**Close-up of the layout**

Bar = 20 um. Window x 57 to 107, y 89 to 139 um. Cells in grey, sequential cells in the stronger grey; small squares are vias.
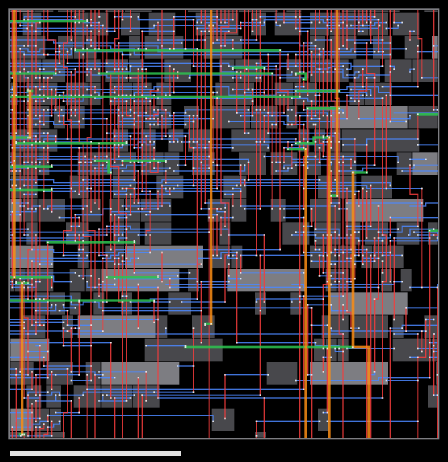
**Pin placement**

Bar = 50 um. Pins as bars across the die edge, other pins in grey.
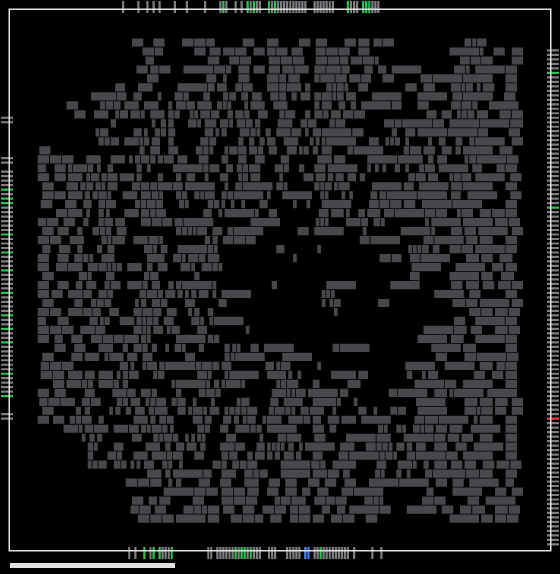
**Where the registers sit**

Bar = 50 um. Other sequential cells in the stronger grey, the rest of the logic in the fainter grey.
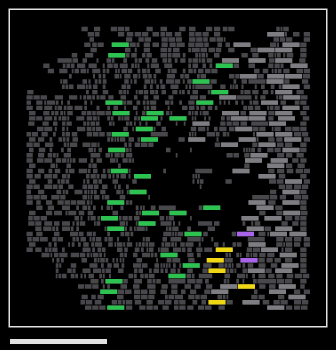
**Signal wires on met1**

Bar = 50 um.
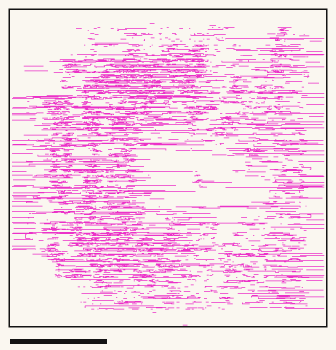
`src/rtl/pc_fetch_unit.sv`:
```
// Instruction fetch front end: holds the PC, reads instruction memory, hands
// each instruction to decode and forms the next PC from branch/jump controls.
module pc_fetch_unit #(
    parameter int unsigned         XLEN     = 32,
    parameter logic [XLEN-1:0]     RESET_PC = '0,
    parameter int unsigned         TIMEOUT  = 16
) (
    input  logic            clk,
    input  logic            rst,
    output logic            imem_req,
    output logic [XLEN-1:0] imem_addr,
    input  logic            imem_valid,
    input  logic [31:0]     imem_rdata,
    output logic [31:0]     instr,
    output logic            instr_valid,
    input  logic            stall,
    input  logic            pc_src,
    input  logic [1:0]      jump,
    input  logic [XLEN-1:0] imm_ext,
    input  logic [XLEN-1:0] rs1_data,
    output logic [XLEN-1:0] pc,
    output logic [XLEN-1:0] pc_plus4,
    output logic            fault,
    output logic [1:0]      fault_code,
    output logic [31:0]     instret
);

    localparam int unsigned CW = $clog2(TIMEOUT + 1);

    typedef enum logic [1:0] {
        S_REQ   = 2'd0,
        S_WAIT  = 2'd1,
        S_ISSUE = 2'd2,
        S_FAULT = 2'd3
    } state_t;

    state_t          state_q, state_d;
    logic [XLEN-1:0] pc_q, pc_d;
    logic [31:0]     instr_q, instr_d;
    logic            instr_valid_q, instr_valid_d;
    logic [1:0]      fault_code_q, fault_code_d;
    logic [31:0]     instret_q, instret_d;
    logic [CW-1:0]   cnt_q, cnt_d;
    logic [XLEN-1:0] jalr_sum;
    logic [XLEN-1:0] next_pc;

    // jalr outranks jal/branch; jump=11 is treated as no jump
    always_comb begin
        jalr_sum = rs1_data + imm_ext;
        if (jump == 2'b10) begin
            next_pc = {jalr_sum[XLEN-1:1], 1'b0};
        end else if (jump == 2'b01 || pc_src) begin
            next_pc = pc_q + imm_ext;
        end else begin
            next_pc = pc_q + XLEN'(4);
        end
    end

    always_comb begin
        state_d       = state_q;
        pc_d          = pc_q;
        instr_d       = instr_q;
        instr_valid_d = instr_valid_q;
        fault_code_d  = fault_code_q;
        instret_d     = instret_q;
        cnt_d         = cnt_q;
        case (state_q)
            S_REQ: begin
                cnt_d   = '0;
                state_d = S_WAIT;
            end
            S_WAIT: begin
                // a response on the final counted cycle still wins over timeout
                if (imem_valid) begin
                    instr_d       = imem_rdata;
                    instr_valid_d = 1'b1;
                    cnt_d         = '0;
                    state_d       = S_ISSUE;
                end else begin
                    cnt_d = cnt_q + CW'(1);
                    if (cnt_q == CW'(TIMEOUT - 1)) begin
                        fault_code_d = 2'b10;
                        state_d      = S_FAULT;
                    end
                end
            end
            S_ISSUE: begin
                if (!stall) begin
                    instr_valid_d = 1'b0;
                    if (next_pc[1:0] != 2'b00) begin
                        fault_code_d = 2'b01;
                        state_d      = S_FAULT;
                    end else begin
                        pc_d      = next_pc;
                        instret_d = instret_q + 32'd1;
                        state_d   = S_REQ;
                    end
                end
            end
            S_FAULT: begin
                state_d = S_FAULT;
            end
            default: begin
                state_d = S_FAULT;
            end
        endcase
    end

    always_ff @(posedge clk or posedge rst) begin
        if (rst) begin
            state_q       <= S_REQ;
            pc_q          <= RESET_PC;
            instr_q       <= '0;
            instr_valid_q <= 1'b0;
            fault_code_q  <= 2'b00;
            instret_q     <= '0;
            cnt_q         <= '0;
        end else begin
            state_q       <= state_d;
            pc_q          <= pc_d;
            instr_q       <= instr_d;
            instr_valid_q <= instr_valid_d;
            fault_code_q  <= fault_code_d;
            instret_q     <= instret_d;
            cnt_q         <= cnt_d;
        end
    end

    // the request strobe is gated by rst so it stays low while reset is held
    assign imem_req    = (state_q == S_REQ) && !rst;
    assign imem_addr   = pc_q;
    assign instr       = instr_q;
    assign instr_valid = instr_valid_q;
    assign pc          = pc_q;
    assign pc_plus4    = pc_q + XLEN'(4);
    assign fault       = (state_q == S_FAULT);
    assign fault_code  = fault_code_q;
    assign instret     = instret_q;

endmodule
```
`config.mk`:
```
export PLATFORM = sky130hd
export DESIGN_NAME = pc_fetch_unit
export DESIGN_NICKNAME = d
export VERILOG_FILES = /design/src/rtl/pc_fetch_unit.sv
export SDC_FILE = /design/constraint.sdc
export NUM_CORES = 1
export LEC_CHECK = 0
export CAP_MARGIN = 20
export CORE_MARGIN = 8
export CORE_UTILIZATION = 40
export CTS_CLUSTER_SIZE = 14
export DETAILED_ROUTE_END_ITERATION = 8
export GPL_ROUTABILITY_DRIVEN = 0
export GPL_TIMING_DRIVEN = 0
export PLACE_DENSITY_LB_ADDON = 0.3
export SYNTH_ARGS = -nofsm -noshare
export SYNTH_HDL_FRONTEND = slang
export SYNTH_SLANG_ARGS = --single-unit
```
`constraint.sdc`:
```
create_clock -name clk -period 7.53 [get_ports clk]
set_input_delay 2.259 -clock clk [delete_from_list [all_inputs] [get_ports clk]]
set_output_delay 2.259 -clock clk [all_outputs]
set_load 0.02 [all_outputs]
```
==> summary.txt <==
Observations from the implementation run.

Layout:
- The run puts the number of antenna repair diodes at 0.
- Summing all non-filler instances in the final layout gives an area of 12,100 um2.
- The run puts the layout overhead on the synthesized area at 38.4%.
- The finished layout holds 1,551 standard cells, fillers aside.
- The most common logic cells in the final layout are 266 x clkdlybuf4s50_1, 106 x dfrtp_1, 94 x nand2_1, 80 x a21oi_1, 72 x xnor2_1.
- The final layout report lists a filler cell count of around 2,000.
- The run gives the sequential cell count as around 110.
- In the final layout, the multi-input gates occupy ~5600 um2.
- The run gives the area-dominant cell class after layout as logic gates.
- The run puts the count of plain and timing-repair buffers at 332.
- The layout has 21 inverters outside the clock class.
- The run gives the number of logic gates as 796.

Timing:
- The run gives the slew at the pin closest to its max-slew limit as 0.771 ns.
- The run gives the final critical-path setup slack as 1.70 ns.
- The run gives the post-route clock period utilization as between 70% and 80%.
- Based on the critical path, the design can be clocked at up to between 150 and 200 MHz.
- Pins over their slew limit in the final report were tallied at 0.
- The run gives the setup violation total in the final timing report as 0.
- Setup repair after global routing left no endpoint under its margin.
- The final timing report lists clock skew as between 0.01 and 0.015 ns.
- Hold timing on the final database bottoms out at a slack of 0.467 ns.

Synthesis:
- Per the post-synthesis report, the number of cells in the design is 988.
- The run gives the area of the mapped netlist as roughly 8700 um2.
- Warnings reported by Yosys during synthesis add up to 0.
- The run puts the mean post-synth cell area at between 8 and 9 um2.
- By area the synthesized netlist is led by dfrtp_1 30%, ha_1 9.3%, xnor2_1 7.2%, a21oi_1 4.6%, xor2_1 4.2%.
- After synthesis the netlist holds a flip-flop and latch count of ~110.
- The synthesized design devotes to its leading area cell type between 30% and 40% of total area.
- In the synthesized netlist the dominant register cell turns out to be dfrtp_1.
- Summed over all instances, the cell type with the most area after synthesis is dfrtp_1.
- The run puts the cell count in the Yosys report at 988.

Route:
- The run gives the wire length on met3 as ~2200 um.
- The run gives the average wire per standard cell as 19.6 um.
- Signal nets in the final route climb as high as met4.
- In the final routing, the length of wire on met1 measures 13,100 um.
- The run puts the routed wire length on met2 at about 14,000 um.
- For this run, design rule violations remaining after detail routing come to 0.
- The run puts the routed via count divided by cell count at 5.57.

Global routing:
- The global routing report lists combined usage of all routing layers as between 20 and 25%.
- The run puts the largest net degree at the start of global routing at around 70.
- The run puts the first-pass GRT wire length at 46,700 um.

Setup path:
- Looking at the reg2reg group, the worst path starts from imem_addr[0].
- Data on the critical path arrives at its endpoint at 3.57 ns.
- The run gives the startpoint type of the worst setup path as a primary input.
- The launch point of the critical path was reported as rst.
- The run puts the required time at the endpoint of the critical path at 5.27 ns.
- The run gives the worst flop-to-flop path endpoint as imem_addr[22].

Clock tree:
- Buffers added to address setup during post-CTS repair amount to 0.
- TritonCTS built the clock tree.
- In this run, CTS created clock tree buffers numbering 9.
- The run puts the clock net sink count at about 110.
- Gates resized during post-CTS repair numbered 0.
- The run puts the depth of the CTS H-tree at 3.
- The run puts the clock latency at the later pin of the worst-skew pair at approximately 0.37 ns.

Pwr:
- The run puts the leakage component of the power at approximately 5.1 nW.
- The run puts the worst-case vdd ir drop at just under 0.0002 V.

Floorplan:
- The run gives the core outline area as about 22,000 um2.
- Measured along the x axis, the die boundary spans 164 um.
- The run puts the number of core rows at about 54.
- In the floorplan report the effective utilization is 40.3%.

Placed design:
- Detailed placement reports a standard cell area of between 10,000 and 15,000 um2.
- The run puts the number of buffers inserted by port buffering at 266.

Outcome:
- The run finished with clean final reports.

Hold path:
- For hold timing, the worst endpoint is instret[31].
Back to the opening pictures, 'close-up of the layout':
[met4] orange
[met1] blue
[met2] red
[met3] green
most frequent: nand2_1 (24), a21oi_1 (15)
sequential cells in the window: 11
cells with their middle in the window: 181
netlist names of flops here include: imem_addr (9), instret (2)

Back to the opening pictures, 'pin placement':
[imem_valid] red | pins: 1 | direction: input | edge: right
[imem_addr] green | pins: 32 | direction: output | edge: 12 left, 9 bottom, 9 top, 2 right
[jump] blue | pins: 2 | direction: input | edge: bottom
all pins by edge: 111 right, 57 left, 52 bottom, 48 top

Back to the opening pictures, 'where the registers sit':
[imem_addr] green | placed flops: 32
[state_q] purple | placed flops: 2
[cnt_q] yellow | placed flops: 5
Post-Route Utilization: 55.7%
total area of sequential cells: 2650 um2
sequential share of cell area: 22.0%

Back to the opening pictures, 'signal wires on met1':
main direction: horizontal
longest straight run: 51.1 um
detailed-route via count: 8,641
Total Routed Length: 30,400 um

-- power breakdown --
group          leakage [nW]  internal [mW]  total (mW)  switching, mW
Sequential             1.35          0.751        1.01          0.264
Combinational          3.65           1.28        2.67           1.40
Clock                 0.148          0.237       0.488          0.251
Total                  5.14           2.26        4.17           1.91
-- kinds of logic (layout without fill, tap and decap cells) --
family,Yosys count,after routing,synth area share (%)
AND-OR/OR-AND,288,288,21.4
XOR/XNOR,114,114,11.5
adder cells (fa/ha/maj),67,67,9.80
buffers and inverters,86,369,5.19
flip-flops,106,106,30.5
multiplexers,37,37,4.71
AND/OR/NAND/NOR,290,290,17.0
-- critical path, cell delays in order --
cell and delay (ns):
clkdlybuf4s50_1 0.47, nor3_1 0.17, clkdlybuf4s50_1 0.67
-- Yosys cell counts (3+ instances only) --
library cell  instances
ha_1                 65
a21oi_1              80
o21ai_1              18
and2_1               10
a31oi_1              11
and4_1                5
clkbuf_1             27
o311ai_0              4
buf_1                 3
nor3_1               12
o21bai_1             12
and3_1               20
nand2_1              94
a21boi_0              3
nor2b_1               3
nor2_1               52
a221oi_1              3
a211oi_1             15
mux2i_1               5
o221ai_1              5
mux2_2               32
nand2b_1              9
dfrtp_1             106
a22oi_1               3
buf_4                34
inv_1                21
o211ai_1             12
nand3_1              41
o21a_1               10
xor2_1               42
o21ai_0              52
nand4_1              19
nor3b_1               6
a21o_1               30
xnor2_1              72
-- registers in the layout (all words and copies together) (netlist names) --
register / flops
imem_addr: 32
instret: 32
instr_valid: 1
fault_code: 2
cnt_q: 5
state_q: 2
instr: 32
-- per-layer routing --
metal  GRT usage, %  up-vias
li1               -     4120
met1           27.6     4103
met2           37.4      365
met3           4.28       53
met4           7.73        0
met5              0        -
Power and IR drop assume default switching activity.
